**config.mk**
```make
export PLATFORM = sky130hd
export DESIGN_NAME = rs232_rx_buffer_flat
export DESIGN_NICKNAME = d
export VERILOG_FILES = /design/src/rtl/rs232_rx_buffer_if.sv /design/src/rtl/rs232_rx_buffer.sv /design/src/flat_wrapper.sv
export SDC_FILE = /design/constraint.sdc
export NUM_CORES = 1
export LEC_CHECK = 0
export CORE_ASPECT_RATIO = 1.5
export CORE_MARGIN = 4
export CORE_UTILIZATION = 40
export CTS_CLUSTER_SIZE = 10
export DETAILED_ROUTE_END_ITERATION = 7
export PLACE_DENSITY = 0.64
export SLEW_MARGIN = 5
export SYNTH_ARGS = -nofsm -noshare
export SYNTH_HDL_FRONTEND = slang
export SYNTH_SLANG_ARGS = --single-unit
```
**constraint.sdc**
```tcl
create_clock -name iClk -period 4.67 [get_ports iClk]
set_input_delay 0.934 -clock iClk [delete_from_list [all_inputs] [get_ports iClk]]
set_output_delay 0.934 -clock iClk [all_outputs]
set_load 0.02 [all_outputs]
```
**src/rtl/rs232_rx_buffer_if.sv**
```systemverilog
// Bus bundle for rs232_rx_buffer: serial line in, buffer read port, status out.
// master = the side that drives the line and picks the read entry; slave = the receiver.
interface rs232_rx_buffer_if;
    logic       iRX;
    logic [2:0] read_addr;
    logic [7:0] oData;
    logic [2:0] oRx_addr;
    logic       oRxValid;
    logic       oFrameErr;
    logic       oParityErr;

    modport master (
        output iRX, read_addr,
        input  oData, oRx_addr, oRxValid, oFrameErr, oParityErr
    );

    modport slave (
        input  iRX, read_addr,
        output oData, oRx_addr, oRxValid, oFrameErr, oParityErr
    );
endinterface

```
**src/rtl/rs232_rx_buffer.sv**
```systemverilog
// RS232 receiver feeding an 8-entry circular byte buffer with a registered read port.
// Frames are 8N1 by default; defining RS232_RX_PARITY_EN switches to 8E1 and
// enables the sticky parity error flag.
module rs232_rx_buffer #(
    parameter int CLKS_PER_BIT = 868
) (
    input  logic               iClk,
    input  logic               iRst,
    rs232_rx_buffer_if.slave   bus
);

    localparam logic [15:0] HALF_BIT = 16'(CLKS_PER_BIT / 2 - 1);
    localparam logic [15:0] FULL_BIT = 16'(CLKS_PER_BIT - 1);

    typedef enum logic [2:0] {
        IDLE   = 3'd0,
        START  = 3'd1,
        DATA   = 3'd2,
`ifdef RS232_RX_PARITY_EN
        PARITY = 3'd3,
`endif
        STOP   = 3'd4,
        BREAK  = 3'd5
    } state_t;

    state_t      state;
    logic        rxMeta;
    logic        rxSync;
    logic [15:0] bitCnt;
    logic [2:0]  bitIdx;
    logic [7:0]  shiftReg;
    logic [7:0]  mem [0:7];
    logic        commit;

`ifdef RS232_RX_PARITY_EN
    logic        parBad;
    // Byte is committed only on a good stop bit of a frame with correct parity
    assign commit = (state == STOP) && (bitCnt == 16'd0) && rxSync && !parBad;
`else
    assign commit = (state == STOP) && (bitCnt == 16'd0) && rxSync;
    assign bus.oParityErr = 1'b0;
`endif

    // Two-flop synchronizer; resets to the idle-high line level
    always_ff @(posedge iClk) begin
        if (iRst) begin
            rxMeta <= 1'b1;
            rxSync <= 1'b1;
        end else begin
            rxMeta <= bus.iRX;
            rxSync <= rxMeta;
        end
    end

    // Receive FSM: mid-bit sampling from a half-bit offset after the start edge
    always_ff @(posedge iClk) begin
        if (iRst) begin
            state         <= IDLE;
            bitCnt        <= 16'd0;
            bitIdx        <= 3'd0;
            shiftReg      <= 8'd0;
            bus.oRx_addr  <= 3'd0;
            bus.oRxValid  <= 1'b0;
            bus.oFrameErr <= 1'b0;
`ifdef RS232_RX_PARITY_EN
            parBad         <= 1'b0;
            bus.oParityErr <= 1'b0;
`endif
        end else begin
            bus.oRxValid <= 1'b0;
            case (state)
                IDLE: begin
                    if (!rxSync) begin
                        bitCnt <= HALF_BIT;
                        state  <= START;
                    end
                end
                START: begin
                    if (bitCnt != 16'd0) begin
                        bitCnt <= bitCnt - 16'd1;
                    end else if (!rxSync) begin
                        bitCnt <= FULL_BIT;
                        bitIdx <= 3'd0;
`ifdef RS232_RX_PARITY_EN
                        parBad <= 1'b0;
`endif
                        state  <= DATA;
                    end else begin
                        // Line went back high before mid-start: glitch, not a frame
                        state <= IDLE;
                    end
                end
                DATA: begin
                    if (bitCnt != 16'd0) begin
                        bitCnt <= bitCnt - 16'd1;
                    end else begin
                        bitCnt   <= FULL_BIT;
                        shiftReg <= {rxSync, shiftReg[7:1]};
                        bitIdx   <= bitIdx + 3'd1;
                        if (bitIdx == 3'd7) begin
`ifdef RS232_RX_PARITY_EN
                            state <= PARITY;
`else
                            state <= STOP;
`endif
                        end
                    end
                end
`ifdef RS232_RX_PARITY_EN
                PARITY: begin
                    if (bitCnt != 16'd0) begin
                        bitCnt <= bitCnt - 16'd1;
                    end else begin
                        bitCnt <= FULL_BIT;
                        // Even parity: parity bit must equal XOR of the data bits
                        if (rxSync != ^shiftReg) begin
                            parBad         <= 1'b1;
                            bus.oParityErr <= 1'b1;
                        end
                        state <= STOP;
                    end
                end
`endif
                STOP: begin
                    if (bitCnt != 16'd0) begin
                        bitCnt <= bitCnt - 16'd1;
                    end else if (rxSync) begin
                        if (commit) begin
                            bus.oRx_addr <= bus.oRx_addr + 3'd1;
                            bus.oRxValid <= 1'b1;
                        end
                        // Back to IDLE at mid-stop so a back-to-back start is caught
                        state <= IDLE;
                    end else begin
                        bus.oFrameErr <= 1'b1;
                        state         <= BREAK;
                    end
                end
                BREAK: begin
                    if (rxSync) state <= IDLE;
                end
                default: state <= IDLE;
            endcase
        end
    end

    // Buffer write; no reset so contents survive it, and an aborted frame never writes
    always_ff @(posedge iClk) begin
        if (!iRst && commit) mem[bus.oRx_addr] <= shiftReg;
    end

    // Registered read port; a same-cycle write to the read entry shows up one cycle later
    always_ff @(posedge iClk) begin
        if (iRst) bus.oData <= 8'd0;
        else      bus.oData <= mem[bus.read_addr];
    end

endmodule

```
**src/flat_wrapper.sv**
```systemverilog
// flat-port wrapper written by rule: the top's interface ports become plain ports
module rs232_rx_buffer_flat 
#(
    parameter int CLKS_PER_BIT = 868
)
  (iClk, iRst, bus_iRX, bus_read_addr, bus_oData, bus_oRx_addr, bus_oRxValid, bus_oFrameErr, bus_oParityErr);
  rs232_rx_buffer_if bus_i ();
  input  logic iClk;
  input  logic iRst;
  input wire logic [$bits(bus_i.iRX)-1:0] bus_iRX;
  input wire logic [$bits(bus_i.read_addr)-1:0] bus_read_addr;
  output wire logic [$bits(bus_i.oData)-1:0] bus_oData;
  output wire logic [$bits(bus_i.oRx_addr)-1:0] bus_oRx_addr;
  output wire logic [$bits(bus_i.oRxValid)-1:0] bus_oRxValid;
  output wire logic [$bits(bus_i.oFrameErr)-1:0] bus_oFrameErr;
  output wire logic [$bits(bus_i.oParityErr)-1:0] bus_oParityErr;
  assign bus_i.iRX = bus_iRX;
  assign bus_i.read_addr = bus_read_addr;
  assign bus_oData = bus_i.oData;
  assign bus_oRx_addr = bus_i.oRx_addr;
  assign bus_oRxValid = bus_i.oRxValid;
  assign bus_oFrameErr = bus_i.oFrameErr;
  assign bus_oParityErr = bus_i.oParityErr;
  rs232_rx_buffer #(.CLKS_PER_BIT(CLKS_PER_BIT)) u_core (.iClk(iClk), .iRst(iRst), .bus(bus_i));
endmodule
```
**Routed metal per tile**

Bar = 20 um. The die is cut into 19 by 28 equal tiles; dark blue is low, red is high, scaled to the fullest tile. Values are wire area over tile area, all layers added.
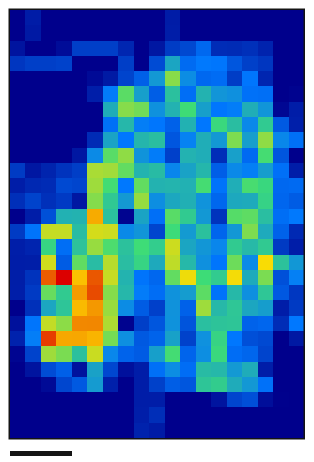
14% of the tiles are over half the peak. The fullest tile reaches 0.47. The emptiest ninth of the die: north-west. The densest ninth of the die: centre. The mean over all tiles is 0.11.
routed wire length: 9320 um
total track usage: 0.150
Routed WL per cell: 18.3 um
via count: 2775

**Routing congestion map**

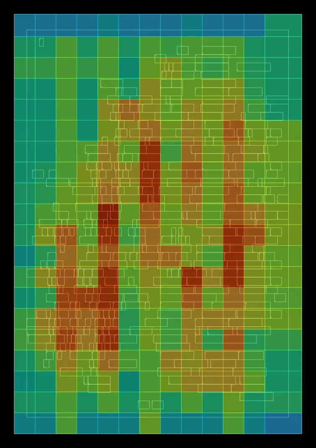
met1 GRT Util: 0.166
grt met2 use: 0.275
gr busiest metal: met2
Core Util, Final: 0.462

sequential cells by signal (all words and copies together) (netlist names):
signal / count
u_core.bus.oData: 8
u_core.shiftReg: 8
u_core.bus.oRx_addr: 3
u_core.bitCnt: 16
u_core.bus.oFrameErr: 1
u_core.state: 3
u_core.rxSync: 1
u_core.mem: 64
u_core.rxMeta: 1
u_core.bitIdx: 3
u_core.bus.oRxValid: 1
per-stage QoR:
step	setup slack [ns]	power (W)
floorplan	1.84	0.00122
global placement	1.51	0.00127
detailed placement	1.41	0.00127
CTS	1.40	0.00199
global route	1.25	0.00205
finish	1.40	0.00197
routing by layer:
layer,track usage,share of wire
met1,0.166,0.39
met2,0.275,0.57
met3,0.0326,0.027
met5,0,0
met4,0.0532,0.013
where the power goes:
| group | switching (W) | internal (W) | total (W) |
|---|---|---|---|
| Sequential | 0.0000150 | 0.00102 | 0.00103 |
| Clock | 0.000347 | 0.000372 | 0.000718 |
| Combinational | 0.000130 | 0.0000900 | 0.000220 |
kinds of logic after synthesis:
logic type | after synthesis | share of synthesized area
simple gates | 105 | 0.131
mux | 33 | 0.117
flops | 109 | 0.622
other cells | 1 | 0.000826
fa+ha+maj | 4 | 0.0110
xor+xnor | 4 | 0.00772
buf+inv | 29 | 0.0281
compound gates | 60 | 0.0827
cell usage after synthesis (all sizes together) (3+ instances only):
cell and number:
a211oi 4, a21oi 25, buf 10, clkbuf 11, dfxtp 45, edfxtp 64, ha 4, inv 8
mux2i 17, mux4 16, nand2 12, nand2b 4, nand3 7, nand4 3, nor2 40, nor3 9
nor4 6, o21ai 15, o32ai 3, or2 4, or3 4, or4 6
critical path: cells and delay by family, from the launching register on:
family                   cells  cell delay [ns]
AND/OR/NAND/NOR              5             2.29
buffers and inverters        1             0.07
flip-flops                   1             0.33
adder cells (fa/ha/maj)      1             0.20
==> flow_summary_export.csv <==
group,metric,value,unit
run_status,outcome,"finished clean",
worst_setup_path,endpoint,"u_core.mem[4][7]",
floorplan,taps,147,
finish,num-multi-input-gates,207,
clocking,insertion_delay,0.34,ns
placement,place_congestion,0.811,
finish,largestClassByArea,"sequential cells",
routing,vias_per_cell,5.46,
worst_setup_path,critical_path_peak_fanout,10,
finish,num-nets-final,366,
synthesis,ys_seq_elements,109,
floorplan,boundaryPins,20,
finish,flops,109,
worst_setup_path,cpPeakStageDelay,0.66,ns
floorplan,initCoreUtil,0.410,
floorplan,row_count,47,
synthesis,ys_area,4540,um2
power,power.density,386,nW/um2
worst_setup_path,startpoint,"u_core.bitCnt[0]",
floorplan,dieHeight,138,um
floorplan,die_area,13100,um2
worst_setup_path,path_cells,"inv_1 -> ha_1 -> or4b_1 -> or4_4 -> nor4_4 -> nand2b_2 -> nor2_1",
final_timing,period_needed,3.27,ns
clocking,clock_sinks,109,
finish,area_delta_synth_final,12.5,%
final_timing,setup_viol,0,
final_timing,relSlewSlack,0.304,
final_timing,fmax,306,MHz
synthesis,area_leaders,"edfxtp_1 42%, dfxtp_1 20%, mux4_2 7.9%, mux2i_1 3.7%, nor2_1 3.2%",
synthesis,ys_seq_share,0.622,
finish,seq_share,0.553,
finish,buffers,21,
min_path,min-delay-path-class,"reg2reg",
worst_setup_path,criticalPathCategory,"reg2reg",
finish,final_area,5100,um2
floorplan,die_w,95.0,um
synthesis,ys_cells,345,
finish,bufAreaShareNonClock,0.0387,
global_route,antenna_found_initial,0,
finish,n_all_inverters,8,
worst_setup_path,crit_slowest_cell,"or4_4",
worst_setup_path,worstSetupEndpointType,"flip-flop",
synthesis,ys.flop_type,"edfxtp_1",
finish,clockBufferCount,10,
worst_setup_path,reg2reg_from,"u_core.bitCnt[0]",
synthesis,ys_async_sr_fraction,0,
synthesis,syn_area,4540,um2
final_timing,hold_ws,0.410,ns
routing,first_pass_iters,4,
min_path,hold_start,"u_core.rxMeta",
worst_setup_path,r2r_setup_slack,1.40,ns
flow_run,max_cap_viol_count,0,
finish,drive_gt1_frac,0.144,
flow_run,openroad.warnings,26,
worst_setup_path,reg2regPathDepth,7,
Power and IR drop assume default switching activity.
